==> run_1/m2.png <==
Scale: 6 px per um. Cells faint in the background.
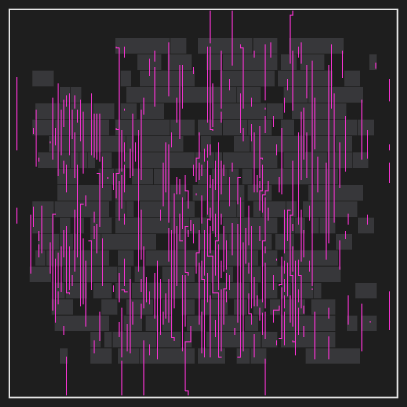
==> run_1/clock_wires.png <==
Scale: 10 px per um.
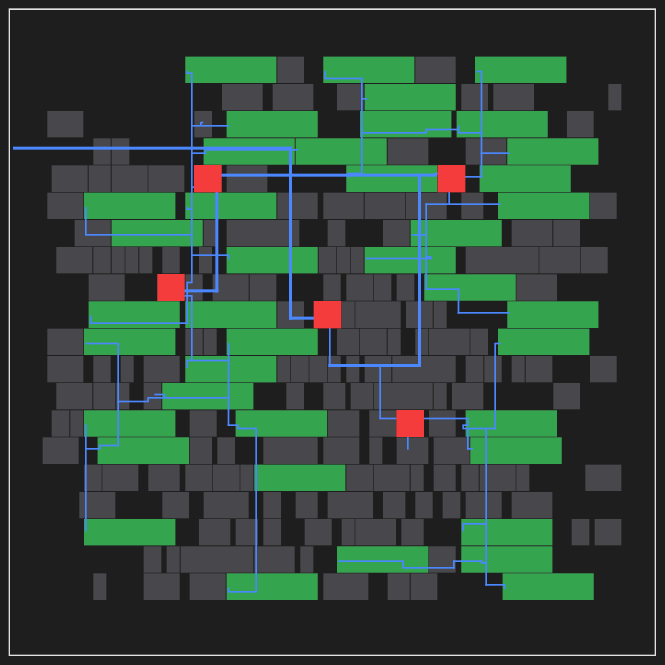
==> run_1/pinout.png <==
Scale: 4 px per um. Pins as bars across the die edge, other pins in grey.
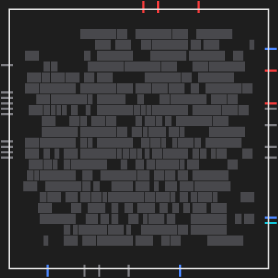
==> run_1/clock_nets.png <==
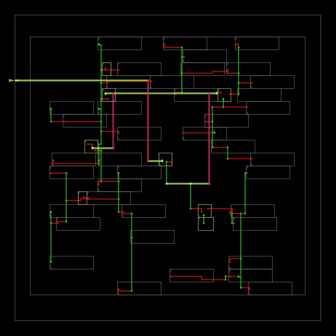
`src/rtl/controlador_soma_serial.sv`:
```
// Bit-serial 4-bit adder with carry-in, followed by a binary-to-BCD conversion
// of the 5-bit sum by repeated subtraction of ten.
module controlador_soma_serial (
    input  logic       clk,
    input  logic       rst_n,
    input  logic       start,
    input  logic [3:0] a,
    input  logic [3:0] b,
    input  logic       cin,
    output logic       busy,
    output logic       done,
    output logic [4:0] soma,
    output logic [3:0] bcd_dez,
    output logic [3:0] bcd_un
);

    typedef enum logic [1:0] {
        IDLE = 2'd0,
        SOMA = 2'd1,
        BCD  = 2'd2,
        FIM  = 2'd3
    } state_t;

    state_t     state, next_state;
    logic [3:0] a_sh, b_sh, sum_sh;
    logic       carry;
    logic [1:0] cnt;
    logic [4:0] sum_w;
    logic [4:0] units;
    logic [1:0] tens;
    logic       fa_s, fa_c;

    // The single shared full adder always works on the current LSBs.
    assign fa_s = a_sh[0] ^ b_sh[0] ^ carry;
    assign fa_c = (a_sh[0] & b_sh[0]) | (a_sh[0] & carry) | (b_sh[0] & carry);

    assign busy = (state != IDLE);

    always_ff @(posedge clk or negedge rst_n) begin
        if (!rst_n) begin
            state <= IDLE;
        end else begin
            // NOTE: sequential state uses non-blocking assignments so every
            // register samples pre-edge values regardless of statement order.
            state <= next_state;
        end
    end

    always_comb begin
        // NOTE: default first, so no path through the case leaves next_state
        // unassigned and no latch is inferred.
        next_state = state;
        case (state)
            IDLE: if (start) next_state = SOMA;
            SOMA: if (cnt == 2'd3) next_state = BCD;
            BCD:  if (units < 5'd10) next_state = FIM;
            FIM:  next_state = IDLE;
            default: next_state = IDLE;
        endcase
    end

    always_ff @(posedge clk or negedge rst_n) begin
        if (!rst_n) begin
            a_sh    <= '0;
            b_sh    <= '0;
            sum_sh  <= '0;
            carry   <= 1'b0;
            cnt     <= '0;
            sum_w   <= '0;
            units   <= '0;
            tens    <= '0;
            done    <= 1'b0;
            soma    <= '0;
            bcd_dez <= '0;
            bcd_un  <= '0;
        end else begin
            done <= 1'b0;
            case (state)
                IDLE: begin
                    if (start) begin
                        a_sh  <= a;
                        b_sh  <= b;
                        carry <= cin;
                        cnt   <= '0;
                    end
                end
                SOMA: begin
                    a_sh   <= {1'b0, a_sh[3:1]};
                    b_sh   <= {1'b0, b_sh[3:1]};
                    carry  <= fa_c;
                    sum_sh <= {fa_s, sum_sh[3:1]};
                    if (cnt != 2'd3) begin
                        cnt <= cnt + 2'd1;
                    end else begin
                        sum_w <= {fa_c, fa_s, sum_sh[3:1]};
                        units <= {fa_c, fa_s, sum_sh[3:1]};
                        tens  <= '0;
                    end
                end
                BCD: begin
                    if (units >= 5'd10) begin
                        units <= units - 5'd10;
                        tens  <= tens + 2'd1;
                    end else begin
                        // Results load on the edge entering FIM so they are
                        // already valid while done is high.
                        soma    <= sum_w;
                        bcd_dez <= {2'b00, tens};
                        bcd_un  <= units[3:0];
                        done    <= 1'b1;
                    end
                end
                default: ;
            endcase
        end
    end

endmodule

```
`config.mk`:
```
export PLATFORM = sky130hd
export DESIGN_NAME = controlador_soma_serial
export DESIGN_NICKNAME = d
export VERILOG_FILES = /design/src/rtl/controlador_soma_serial.sv
export SDC_FILE = /design/constraint.sdc
export NUM_CORES = 1
export LEC_CHECK = 0
export CORE_MARGIN = 3
export CORE_UTILIZATION = 56
export CTS_BUF_LIST = sky130_fd_sc_hd__clkbuf_4
export DETAILED_ROUTE_END_ITERATION = 10
export PLACE_DENSITY = 0.92
export SYNTH_ARGS = -nofsm -noshare
export SYNTH_HDL_FRONTEND = slang
export SYNTH_SLANG_ARGS = --single-unit
```
`constraint.sdc`:
```
create_clock -name clk -period 2.2 [get_ports clk]
set_clock_uncertainty 0.2 [all_clocks]
set_input_delay 0.55 -clock clk [delete_from_list [all_inputs] [get_ports clk]]
set_output_delay 0.55 -clock clk [all_outputs]
set_load 0.05 [all_outputs]
```
==> qor.csv, run 1 <==
metric,value,unit
worst_slack,120.6,ps
final_cell_mix,"40 x dfrtp_1, 19 x buf_4, 17 x o21ai_0, 16 x mux2_2, 16 x nand2_1",
die_y,64.47,um
clock.fmax,0.4809,GHz
synthesis.area,1914,um^2
num_rows,20,
powerDensity,1642,nW/um^2
cts.sinks,40,
syn2layout_area_growth,19.61,%
place_hpwl,2615,um
ys_ff,40,
first_pass_iters,4,
coreArea,3153,um^2
peakVddDrop,0.7261,mV
clk_pin_slew,120,ps
io_pins,27,
top_area_cell,dfrtp_1,
numPortBuffers,24,
final.setup.tns,0,ps
worst_setup_path_start_kind,register,
drc,0,
synth_chip_area,1914,um^2
grt_use_met1,20.74,%
grt.overflow.total,0,
hold_path.class,reg -> reg,
leakagePower,1.061,nW
area_leaders,"dfrtp_1 52%, mux2_2 9.4%, mux2i_1 5.2%, o21ai_0 4.4%, ha_1 3.3%",
clockBufferDepth,2,
maxCapViolCount,0,
drv_slew,0,
post-route-period-util,94.52,%
via_per_inst,5.459,
yosys.area.top_type_share,52.29,%
status,finished clean,
final_layout_top_logic_cell,dfrtp_1,
grt_start_max_net_pins,23,
ys_cells,169,
htreeDepth,2,
ys_types,37,
cp.arrival,2160,ps
seq_area_frac_synth,52.29,%
hold_viol,0,
drive_gt1_share,25.25,%
endpoint_kind,register,
met3_usage,4.679,%
antennaDiodeCount,0,
grtUsageMet2,35.44,%
worstPathMaxFanout,7,
Notes on m2.png above:
The longest straight run is 37.4 um. The layer carries 1800 um of wire. The wires run mostly vertical. The layer holds 52% of the routed length. 195 nets have wire on it.

Notes on clock_wires.png above:
Red stands for clock-net drivers, count 5. Green stands for flip-flops, count 40. Blue stands for clock wires, length 428 um.
Position of the flops: spread over the die. There are 6 routed clock nets.

Notes on pinout.png above:
Blue stands for `bcd_dez`, pins 4, direction output, edge 2 south, 2 east. Cyan stands for `rst_n`, pins 1, direction input, edge east. Red stands for `soma`, pins 5, direction output, edge 3 north, 2 east.
All pins by edge: 10 west, 9 east, 5 south, 3 north.

Notes on clock_nets.png above:
layout sequential cell count: 40
clk pwr: 0.361 mW
clk ins delay skew pair: 350 ps
Num CTS Buffers: 5

## run 1: path summary, 6_finish.rpt
kind	from	end	slack (ps)	depth (start not counted)
min reg2reg	b_sh[1]$_DFFE_PN0P_	b_sh[1]$_DFFE_PN0P_	310	2
min	b_sh[1]$_DFFE_PN0P_	b_sh[1]$_DFFE_PN0P_	310	2
max	units[1]$_DFFE_PN0P_	tens[1]$_DFFE_PN0P_	120	7
max in group asynchronous	rst_n	units[0]$_DFFE_PN0P_	850	3
max reg2reg	units[1]$_DFFE_PN0P_	tens[1]$_DFFE_PN0P_	120	7
min in group asynchronous	rst_n	state[1]$_DFFE_PN0P_	480	2
## run 1: metrics by stage
stage | util [%] | area, um^2 | hold slack, ps
after floorplan | - | 1918 | 54.41
final | 72.62 | 2290 | 305.9
after global routing | 72.62 | 2290 | 329.2
after detailed placement | 70.20 | 2213 | 279.9
after CTS | 72.30 | 2280 | 308.2
after global placement | 70.20 | 2213 | 261.9
## run 1: metal layers
layer | routed length [um] | up-vias
met1 | 1483 | 645
met2 | 1796 | 31
met5 | 0 | -
met4 | 47 | 0
met3 | 153 | 6
li1 | - | 661
## run 1: power breakdown
| part | total [mW] | switching, mW | internal, mW | leakage (nW) |
|---|---|---|---|---|
| clock | 0.361 | 0.238 | 0.123 | 0.0349 |
| sequential | 1.33 | 0.242 | 1.09 | 0.500 |
| combinational | 2.06 | 1.18 | 0.882 | 0.527 |
| total | 3.76 | 1.66 | 2.10 | 1.06 |
## run 1: Yosys cell counts, drive strengths merged
cell type and count:
ha 5, dfrtp 40, mux2i 10, conb 1, or2 1, o21ai 17, nand2 16, nor2b 6
nor4bb 1, nor2 5, a21oi 5, mux2 17, nand4bb 1, and4b 1, o21bai 1, nand3b 1
buf 7, o211ai 2, a211oi 1, a22oi 1, fa 1, a32oi 1, inv 6, a21o 1
nand3 4, nand2b 6, o31ai 1, or4b 1, clkbuf 2, nor3 2, a22o 3, o22a 1
o21a 1
## run 1: area by class of cell
class,count,area [um^2]
multi-input cells,115,857.1
clock buffers,5,37.54
flip-flops and latches,40,1001
repair buffers,33,297.8
fillers,243,863.3
clock inverters,3,18.77
inverters,6,22.52
well taps,44,55.05
## run 1: timing repair
action,4_1_cts,5_1_grt
endpoints found under the setup margin,0,2
setup buffers,0,0
hold endpoints to repair,18,0
resized,0,2
hold buffers,1,0
## run 1: flip-flops by register name, indices dropped and copies added (netlist names)
name,cells
a_sh,4
b_sh,4
bcd_dez,2
bcd_un,4
carry,1
cnt,2
done,1
soma,5
state,2
sum_sh,3
sum_w,5
tens,2
units,5
## run 1: cells by family (layout without fill, tap and decap cells)
family	Yosys count	after routing	synth area share, %
simple gates	45	45	12.75
flops	40	40	52.29
buf+inv	15	47	3.660
compound gates	35	35	11.57
fa+ha+maj	6	6	4.314
mux	27	27	15.23
other cells	1	2	0.1959
## run 1: critical path: stages (launching register included)
cell      delay (ps)
dfrtp_1          410
inv_1             90
ha_1             240
nand2b_1         230
nand3_4          150
inv_2            100
or4b_1           500
nand3_1           90
==> run 2: changes to the inputs <==
--- a/config.mk
+++ b/config.mk
@@ -5,10 +5,10 @@
 export SDC_FILE = /design/constraint.sdc
 export NUM_CORES = 1
 export LEC_CHECK = 0
-export CORE_MARGIN = 3
 export CORE_UTILIZATION = 56
 export CTS_BUF_LIST = sky130_fd_sc_hd__clkbuf_4
 export DETAILED_ROUTE_END_ITERATION = 10
+export MAX_ROUTING_LAYER = met4
 export PLACE_DENSITY = 0.92
 export SYNTH_ARGS = -nofsm -noshare
 export SYNTH_HDL_FRONTEND = slang
==> run_2/pinout.png <==
Scale: 4 px per um. Pins as bars across the die edge, other pins in grey.
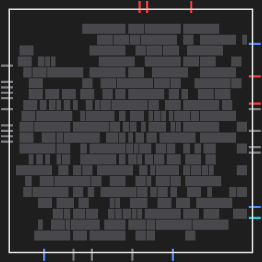
I/O Buffers: 24
die width: 60.47 um

==> run 2 against run 1 <==
Against the previous run: synthesized cell count is the same; critical path depth stayed put; sequential power is essentially flat; die size down 12%; global-route usage increased by 4.7 points; fmax is 0.42% lower; area after synthesis unchanged; count of clock-buffer cells in the layout unchanged; setup slack got worse by 8.7 ps; core utilization rose by 0.24 points; sequential cell count did not move; highest routed layer unchanged.
==> qor.csv, run 2 <==
metric,value,unit,change
hold_depth,2,,unchanged
num_rows,20,,unchanged
via_per_inst,5.598,,+2.5%
hold_path.class,reg -> reg,,
maxCapViolCount,0,,unchanged
ys_types,37,,unchanged
status,finished clean,,
drv_slew,0,,unchanged
combGateArea,849.6,um^2,-0.88%
final_layout_top_logic_cell,dfrtp_1,,
timing.hold.ws,308.7,ps,+2.784 ps
r2r_cells,7,,unchanged
yosys.area.top_type_share,52.29,%,unchanged
dpl-instance-area,2201,um^2,-0.57%
synth_chip_area,1914,um^2,unchanged
powerDensity,1707,nW/um^2,+4.0%
cp.arrival,2190,ps,+30 ps
timing.reg2reg.setup_slack,110,ps,about the same
startpoint,units[1]$_DFFE_PN0P_,,
pwr-share-clk,12.9,%,+3.3 points
muxShareOfSynthArea,15.23,%,unchanged
htreeDepth,2,,unchanged
ys_top_cells_by_count,"40 x dfrtp_1, 17 x o21ai_0, 16 x mux2_2, 16 x nand2_1, 10 x mux2i_1",,
synthesis.area,1914,um^2,unchanged
top_regs,"soma: 5 flops, sum_w: 5 flops, units: 5 flops",,
clk_pin_slew,130,ps,about the same
area_leaders,"dfrtp_1 52%, mux2_2 9.4%, mux2i_1 5.2%, o21ai_0 4.4%, ha_1 3.3%",,
worst_setup_path_start_kind,register,,
drive_gt1_share,25.25,%,unchanged
==> run_2/clock_wires.png <==
Scale: 10 px per um.
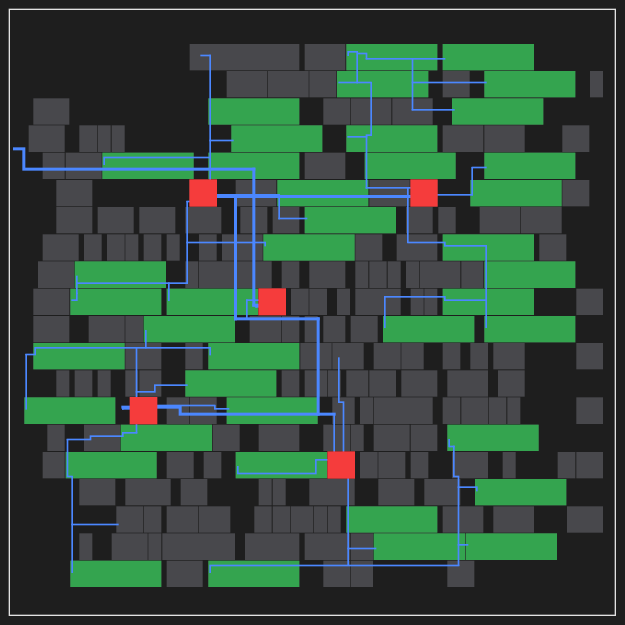
Red stands for clock-net drivers, count 5. Blue stands for clock wires, length 448 um. Green stands for flip-flops, count 40.
Position of the flops: spread over the die.

==> run 2: netlist changes by cell type in the layout (fill, tap and decap cells not counted), sizes merged <==
cell and delta:
clkinv -3, clkinvlp +1, inv +1, bufinv +1
==> run 2: power groups by stage <==
stage	Combinational (mW)	Sequential [mW]	Clock [mW]
after floorplan	1.17	1.64	0
after global placement	1.94	1.32	0
after detailed placement	2.05	1.36	0
after CTS	2.07	1.34	0.508
after global routing	2.26	1.38	0.545
final	2.08	1.34	0.505
==> run 2: final cells by class <==
cell class	instances	share of cell area, %
Sequential cell	40	43.57
Multi-Input combinational cell	115	36.98
Timing Repair Buffer	33	12.42
Tap cell	44	2.397
Clock inverter	3	2.015
Clock buffer	5	1.634
Inverter	6	0.9804
==> run 2: layer usage <==
layer	wire [um]	up-vias	GRT usage [%]	share of wire [%]
met5	0	-	-	0
met4	35	0	7.792	0.97
li1	-	656	-	-
met3	133	6	6.183	3.7
met1	1583	683	28.03	44
met2	1871	32	39.09	52
==> run 2: how the worst max path moves through the flow <==
| stage | depth (start not counted) | to | slack, ps |
|---|---|---|---|
| after CTS | 4 | busy | 90 |
| after global placement | 7 | tens[1]$_DFFE_PN0P_ | 200 |
| after detailed placement | 5 | a_sh[2]$_DFFE_PN0P_ | 90 |
| final | 7 | tens[1]$_DFFE_PN0P_ | 110 |
| after floorplan | 6 | a_sh[2]$_DFFE_PN0P_ | 410 |
| after global routing | 7 | tens[1]$_DFFE_PN0P_ | 7 |
==> run 2: worst max-delay path: cells and delay by family (launching register included) <==
| kind | cells | cell delay, ps |
|---|---|---|
| fa+ha+maj | 1 | 240 |
| flops | 1 | 420 |
| simple gates | 4 | 960 |
| buf+inv | 2 | 220 |
==> run 2: cells by family (layout without fill, tap and decap cells) <==
group | Yosys count | after routing
fa+ha+maj | 6 | 6
mux | 27 | 27
simple gates | 45 | 45
compound gates | 35 | 35
flops | 40 | 40
other cells | 1 | 2
buf+inv | 15 | 47
==> run 2: what timing repair did <==
action / CTS / global route
setup endpoints to repair: 0 / 1
resized: 0 / 1
hold endpoints to repair: 16 / 0
hold buffers: 1 / 0
==> run 3: changes to the inputs <==
--- a/config.mk
+++ b/config.mk
@@ -5,11 +5,12 @@
 export SDC_FILE = /design/constraint.sdc
 export NUM_CORES = 1
 export LEC_CHECK = 0
-export CORE_UTILIZATION = 56
+export CORE_UTILIZATION = 51
 export CTS_BUF_LIST = sky130_fd_sc_hd__clkbuf_4
 export DETAILED_ROUTE_END_ITERATION = 10
 export MAX_ROUTING_LAYER = met4
-export PLACE_DENSITY = 0.92
+export PLACE_DENSITY = 0.88
+export SLEW_MARGIN = 20
 export SYNTH_ARGS = -nofsm -noshare
 export SYNTH_HDL_FRONTEND = slang
 export SYNTH_SLANG_ARGS = --single-unit
==> constraint.sdc (replaced) <==
create_clock -name clk -period 1.9 [get_ports clk]
set_clock_uncertainty 0.2 [all_clocks]
set_input_delay 0.475 -clock clk [delete_from_list [all_inputs] [get_ports clk]]
set_output_delay 0.475 -clock clk [all_outputs]
set_load 0.05 [all_outputs]
==> run_3/class_map.png <==
Scale: 6 px per um. Fill, decap, tap and diode cells in grey.
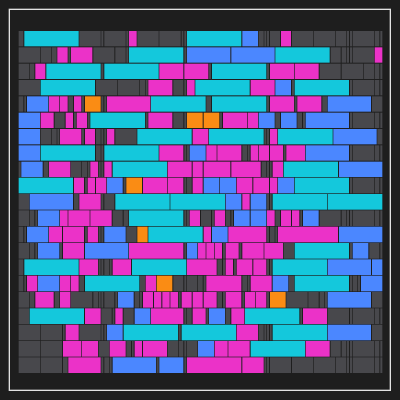
Orange stands for clock drivers and dummy loads, cells 7, share of their area 1.9%. Magenta stands for remaining logic cells, cells 121, share of their area 37%. Blue stands for remaining buffers and delay cells, cells 50, share of their area 22%. Cyan stands for registers, cells 40, share of their area 39%.

==> run 3 against run 2 <==
Against the previous run: sequential cell count stayed put; sequential power is 23% higher; critical path type unchanged; clock power is about 20% lower; critical endpoint is now units[4]$_DFFE_PN0P_; count of clock-buffer cells in the layout is 1 higher; largest power group unchanged; fmax is 10% higher; global-route usage is 1.4 points lower; sequential share of layout area is 5.5 points lower; synthesized cell count stayed put; setup slack worse by 100 ps.
==> qor.csv, run 3 <==
metric,value,unit,change
cp_num_buf_inv,2,,unchanged
maxCapViolCount,0,,unchanged
combGateArea,920.9,um^2,+8.4%
fp.dieW,63.27,um,+4.6%
clk_pin_slew,110,ps,-20 ps
cp_num_cells,7,,unchanged
yosys.area.top_type_share,52.29,%,unchanged
crit_family,flip-flops,,
numPortBuffers,24,,unchanged
drv_slew,0,,unchanged
endpoint,units[4]$_DFFE_PN0P_,,
area_leaders,"dfrtp_1 52%, mux2_2 9.4%, mux2i_1 5.2%, o21ai_0 4.4%, ha_1 3.3%",,
status,finished clean,,
startpoint,state[0]$_DFFE_PN0P_,,
powerDensity,2001,nW/um^2,+17%
dpl-instance-area,2434,um^2,+11%
via_per_inst,5.674,,+1.4%
cp.arrival,1900,ps,-290 ps
hold_path.class,reg -> reg,,
pwr-share-clk,7.7,%,-5.2 points
hold_depth,2,,unchanged
==> run_3/clock_nets.png <==
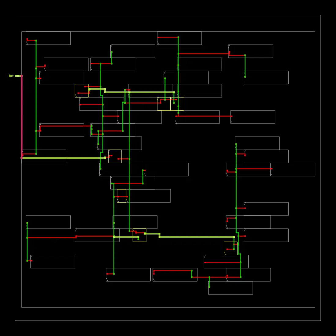
clk pwr: 0.404 mW
Clock Sinks: 40
CLK BUF: 6
clk ins delay skew pair: 340 ps

==> run 3: power groups by stage <==
stage	sequential (mW)	combinational [mW]	clock [mW]
floorplan	1.90	1.35	0
global placement	1.60	2.73	0
detailed placement	1.64	2.89	0
CTS	1.62	2.98	0.422
global route	1.69	3.45	0.448
finish	1.65	3.21	0.404
==> run 3: worst min path at each step <==
stage	from	end	slack, ps
after floorplan	rst_n	a_sh[0]$_DFFE_PN0P_	-20
after global placement	b_sh[3]$_DFFE_PN0P_	b_sh[3]$_DFFE_PN0P_	260
after detailed placement	b_sh[1]$_DFFE_PN0P_	b_sh[1]$_DFFE_PN0P_	280
after CTS	b_sh[1]$_DFFE_PN0P_	b_sh[1]$_DFFE_PN0P_	310
after global routing	sum_w[3]$_DFFE_PN0P_	sum_w[3]$_DFFE_PN0P_	330
final	b_sh[1]$_DFFE_PN0P_	b_sh[1]$_DFFE_PN0P_	300
==> run 3: per-layer routing <==
metal	global-route usage [%]	part of all wire, %	vias up
met2	40.19	56	44
met4	6.534	1.3	0
li1	-	-	687
met5	-	0	-
met3	5.435	4.0	6
met1	23.69	39	761
==> run 3: through the flow <==
step           power (mW)  hold slack (ps)  cells  worst slack, ps
2_1_floorplan       3.250           -20.59    170            109.6
3_3_place_gp        4.323            262.1    248            12.59
3_5_place_dp        4.527            280.8    248           -100.5
4_1_cts             5.024            306.8    261           0.6667
5_1_grt             5.592            329.7    264           -73.99
6_report            5.266            304.4    264            8.261
==> run 3: timing repair <==
| action | in CTS | in global routing |
|---|---|---|
| cloned | 0 | 1 |
| buffers inserted | 5 | 2 |
| gates resized | 4 | 16 |
| hold endpoints to repair | 40 | 0 |
| endpoints found under the setup margin | 3 | 19 |
| pin swaps | 1 | 3 |
| hold buffers | 1 | 0 |
==> run 3: area by class of cell <==
| type | instances | area share [%] |
|---|---|---|
| sequential | 40 | 38.04 |
| multi-input combinational | 115 | 35.00 |
| timing repair buffer | 50 | 21.92 |
| tap | 46 | 2.187 |
| clock buffer | 6 | 1.712 |
| inverter | 6 | 0.9510 |
| clock inverter | 1 | 0.1902 |
==> run 3: kinds of logic (layout without fill, tap and decap cells) <==
family                   Yosys count  in the layout  share of synthesized area [%]
AND/OR/NAND/NOR                   45             45                          12.75
flip-flops                        40             40                          52.29
adder cells (fa/ha/maj)            6              6                          4.314
buffers and inverters             15             63                          3.660
multiplexers                      27             27                          15.23
AND-OR/OR-AND                     35             35                          11.57
other                              1              2                         0.1959
==> run 3: worst min-delay path, delay by kind of cell (launching register included) <==
family / cells / cell delay, ps
flip-flops: 1 / 360
AND/OR/NAND/NOR: 1 / 50
AND-OR/OR-AND: 1 / 70
Power and IR drop assume default switching activity.
